==> config.mk <==
export PLATFORM = sky130hd
export DESIGN_NAME = shift_sequencer
export DESIGN_NICKNAME = d
export VERILOG_FILES = /design/src/rtl/shift_sequencer.sv
export SDC_FILE = /design/constraint.sdc
export NUM_CORES = 1
export LEC_CHECK = 0
export CAP_MARGIN = 20
export CORE_AREA = 2 2 49 51
export CTS_CLUSTER_DIAMETER = 150
export DETAILED_ROUTE_END_ITERATION = 16
export DIE_AREA = 0 0 51 53
export GPL_TIMING_DRIVEN = 0
export PLACE_DENSITY = 0.81
export SYNTH_ARGS = -nofsm -noshare
export SYNTH_HDL_FRONTEND = slang
export SYNTH_SLANG_ARGS = --single-unit
==> constraint.sdc <==
create_clock -name clk -period 2.05 [get_ports clk]
set_input_delay 0.41 -clock clk [delete_from_list [all_inputs] [get_ports clk]]
set_output_delay 0.41 -clock clk [all_outputs]
set_load 0.01 [all_outputs]
==> src/rtl/shift_sequencer.sv <==
// shift_sequencer: loads a byte into an 8-bit shift register and streams it out serially.
module shift_sequencer #(
  parameter int unsigned GAP = 0
) (
  input  logic       clk,
  input  logic       reset,
  input  logic [7:0] din,
  input  logic       din_dir,
  input  logic       din_fill,
  input  logic       din_valid,
  output logic       din_ready,
  output logic [7:0] sr_i,
  output logic [1:0] sr_s,
  output logic       sr_r,
  input  logic [7:0] sr_o,
  output logic       tx_bit,
  output logic       tx_valid,
  output logic       busy,
  output logic       done
);
  typedef enum logic [2:0] {ST_IDLE, ST_LOAD, ST_SHIFT, ST_GAP, ST_DONE} state_t;
  state_t     state_q, state_d;
  logic [7:0] data_q, data_d;
  logic       dir_q, dir_d, fill_q, fill_d;
  logic [2:0] bit_cnt_q, bit_cnt_d;
  logic [3:0] gap_cnt_q, gap_cnt_d;
  logic       unused_sr_o;
  assign unused_sr_o = ^sr_o[6:1];
  always_comb begin
    state_d   = state_q;
    data_d    = data_q;
    dir_d     = dir_q;
    fill_d    = fill_q;
    bit_cnt_d = bit_cnt_q;
    gap_cnt_d = gap_cnt_q;
    case (state_q)
      ST_IDLE: if (din_valid && din_ready) begin
        state_d   = ST_LOAD;
        data_d    = din;
        dir_d     = din_dir;
        fill_d    = din_fill;
        bit_cnt_d = 3'd0;
      end
      ST_LOAD: state_d = ST_SHIFT;
      ST_SHIFT: begin
        bit_cnt_d = bit_cnt_q + 3'd1;
        gap_cnt_d = 4'd0;
        state_d   = (bit_cnt_q == 3'd7) ? ST_DONE : (GAP > 0) ? ST_GAP : ST_SHIFT;
      end
      ST_GAP: begin
        gap_cnt_d = gap_cnt_q + 4'd1;
        state_d   = (gap_cnt_q == 4'(GAP - 1)) ? ST_SHIFT : ST_GAP;
      end
      default: state_d = ST_IDLE;
    endcase
  end
  always_ff @(posedge clk) begin
    if (!reset) begin
      state_q   <= ST_IDLE;
      data_q    <= 8'd0;
      dir_q     <= 1'b0;
      fill_q    <= 1'b0;
      bit_cnt_q <= 3'd0;
      gap_cnt_q <= 4'd0;
    end else begin
      state_q   <= state_d;
      data_q    <= data_d;
      dir_q     <= dir_d;
      fill_q    <= fill_d;
      bit_cnt_q <= bit_cnt_d;
      gap_cnt_q <= gap_cnt_d;
    end
  end
  // The outgoing bit is read straight from the register before this cycle's shift edge.
  assign din_ready = (state_q == ST_IDLE) && reset;
  assign tx_valid  = state_q == ST_SHIFT;
  assign tx_bit    = tx_valid && (dir_q ? sr_o[0] : sr_o[7]);
  assign sr_s      = (state_q == ST_LOAD) ? 2'b11 : tx_valid ? (dir_q ? 2'b10 : 2'b01) : 2'b00;
  assign sr_i      = data_q;
  assign sr_r      = fill_q;
  assign busy      = state_q != ST_IDLE;
  assign done      = state_q == ST_DONE;
endmodule

==> changes_impl.md <==
### Metrics

* WHS Path Cells at 3
* Max cap viols at 0
* Clk slew on worst S/H paths at 0.11 ns
* Vias at 926
* Setup CP Type: reg2out
* Crit path cell chain: or3b_1 -> buf_6 -> nor2_1 -> clkdlybuf4s15_1
* Area of placed instances at between 1000 and 1500 sq um
* Mapped cell area at 968.4 sq um
* Starting DRT DRC Count at 20
* Row Count at 17
* Die ar. at 2703 sq um
* Leak at between 0.5 and 0.6 nW
* Pre-Place Util at 45.08%
* Crit-path max FO at 10
* Reg-to-Reg Start: state_q[2]
* Pin count of the biggest net entering global routing at 11
* Clock Skew at 0.005128 ns
* Syn avg cell area at 8.495 sq um
* Antenna diodes at 0
* Vias in the first global route at 886
* H-tree Lvls at 1
* Worst reg2reg path depth at 4
* Post-synth seq share at 41.34%
* Yosys warning count at 0
* Post-CTS Setup Inserts at 0
* CP Launch Point: state_q[2]
* Drt drc at 0
* Final period util at 95.71%
* Hold-fix buffers, CTS at 0
* Critical Path Sink Type: primary output
* Number of synthesized register bits at 20
* All-Layer GR Usage at a little under a fifth
* Fin Hold WS at 0.4225 ns
* Core Box Area at 2148 sq um
* Design area at approximately 1300 sq um
* WL/cell at 13.34 um
* Final #Nets at 172
* Dpl ws at 0.08041 ns
* Post-route ant nets at 0
* Die Wd at 51 um
* Status: completed
* Worst IR Drop VDD at roughly 0.00045 V
* CTS Buffer Depth at 2
* CTS tree: yes
* Worst-Margin Slew at 0.4357 ns
* Routed Wire Length at 2.322 mm
* Leading area contributor after synthesis: dfxtp_1
* Warning total across the stage logs at 33
* Yosys chip area at 968.4 sq um
-- critical path: cells and delay by family (launching register included) --
family	cells	cell delay [ns]
simple gates	2	0.47
buf+inv	2	0.39
flops	1	0.39
-- logic make-up (layout without fill, tap and decap cells) --
| kind of cell | count (synthesis) | in the layout | synth area share, % |
|---|---|---|---|
| DFF | 20 | 20 | 41.34 |
| adders and majority gates | 3 | 3 | 3.876 |
| AOI/OAI and AO/OA | 22 | 22 | 13.05 |
| muxes | 1 | 1 | 1.034 |
| and+or+nand+nor | 56 | 56 | 32.82 |
| buffers and inverters | 12 | 44 | 7.881 |
-- final cells by class --
cell class | instances | area [sq um]
Inverter | 3 | 16.27
Timing Repair Buffer | 29 | 282.8
Tap cell | 28 | 35.03
Clock buffer | 3 | 22.52
Sequential cell | 20 | 406.6
Multi-Input combinational cell | 82 | 499.2
Fill cell | 197 | 815.8
Buffer | 9 | 70.07
-- state kept, by name, summed over array words and instances (netlist names) --
signal / count
sr_r: 1
bit_cnt_q: 3
sr_i: 8
state_q: 3
gap_cnt_q: 4
dir_q: 1
-- Yosys cell counts --
master    number
dfxtp_1       20
nand2_1       15
nand4_1       10
nand3_1        8
o21ai_1        8
a21oi_1        7
nand2b_1       4
buf_2          3
ha_1           3
nand3b_1       3
nor2_1         3
nor2b_1        3
o21ai_0        3
buf_4          2
buf_6          2
clkbuf_1       2
inv_1          2
o21ai_2        2
or3b_1         2
a31oi_1        1
and2_1         1
and3_1         1
and3_4         1
clkinv_4       1
mux2i_1        1
nand4b_1       1
nor3_1         1
nor3_2         1
nor4bb_1       1
o22ai_2        1
or3_1          1
-- metal layers --
metal / GRT usage (%) / share of wire, % / up-vias
met5: 0 / 0 / -
met4: 9.459 / 2.0 / 0
met3: 2.825 / 2.7 / 5
met2: 32.90 / 51 / 16
met1: 23.26 / 44 / 432
li1: - / - / 473
-- power by group --
part / switching, mW / internal (mW) / leakage [nW]
Combinational: 0.0905 / 0.100 / 0.355
Sequential: 0.0146 / 0.410 / 0.165
Clock: 0.115 / 0.0687 / 0.0138
Total: 0.220 / 0.579 / 0.534
-- worst paths after layout --
kind | endpoint | slack [ns]
hold / removal | sr_i[1] | 0.42
hold reg to reg | sr_i[5] | 0.45
setup / recovery | tx_bit | 0.09
setup reg to reg | bit_cnt_q[0] | 0.86
-- timing repair --
item,CTS,global route
gates resized,15,5
endpoints found under the setup margin,7,3
endpoints found under the hold margin,0,0
pin swaps,0,1
-- layout by cell type (no fill, tap or decap), types with 2 or more instances in the layout --
cell type	Yosys	final
nand3b_1	3	3
clkbuf_2	0	2
o21ai_1	8	8
o21ai_0	3	3
ha_1	3	3
o21ai_2	2	2
or3b_1	2	2
clkdlybuf4s50_1	0	22
buf_6	2	3
nor2b_1	3	3
a21oi_1	7	7
clkbuf_4	0	3
inv_1	2	2
nand2b_1	4	4
dlygate4sd2_1	0	4
dfxtp_2	0	2
nand3_1	8	8
nand2_1	15	15
buf_4	2	3
nand4_1	10	10
dfxtp_1	20	17
nor2_1	3	2
-- metrics by stage --
step	instances	TNS (ns)
finish	174	0
global route	174	0
CTS	174	-0.009765
detailed placement	171	0
global placement	171	0
floorplan	114	0
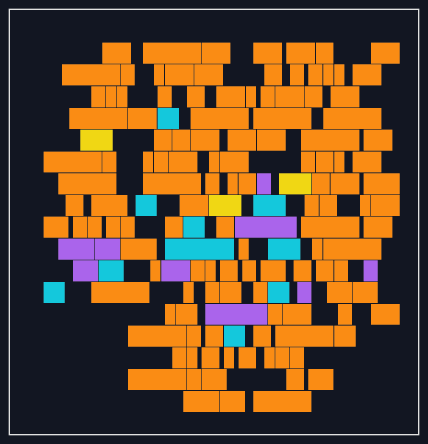
(images/sizes.png)
Scale: 8 px per um.
yellow -> _6 and larger  # cells 3, share 2.1%
purple -> _2 cells  # cells 9, share 6.2%
orange -> _0 and _1 cells  # cells 124, share 85%
cyan -> _3 and _4 cells  # cells 10, share 6.8%

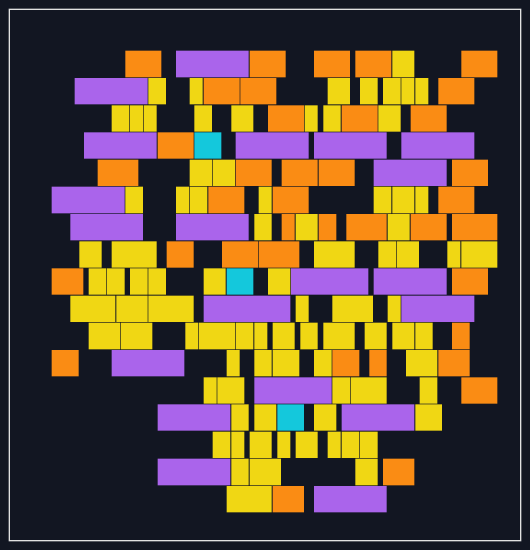
(images/placement_by_type.png)
Scale: 10 px per um.
yellow -> combinational and other logic  # cells 85
cyan -> clock drivers  # cells 3
purple -> sequential cells  # cells 20
orange -> remaining buffers and delay cells  # cells 38

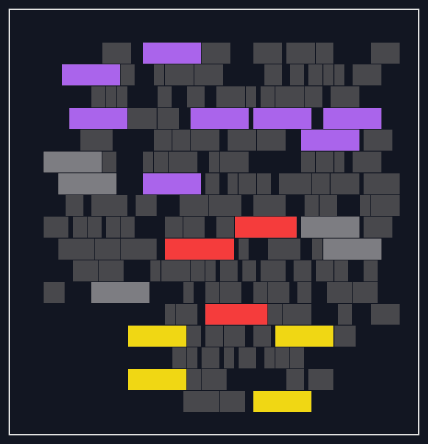
(images/flops_by_reg.png)
Scale: 8 px per um. Other sequential cells in the stronger grey, the rest of the logic in the fainter grey.
yellow -> gap_cnt_q  # flops 4, where south
purple -> sr_i  # flops 8
red -> state_q  # flops 3
not coloured = 5
Post-Route Utilization: 62.03%
FF+latch area: 406.6 sq um
Seq area share: 30.52%

Power is estimated from default activity; no workload was simulated.
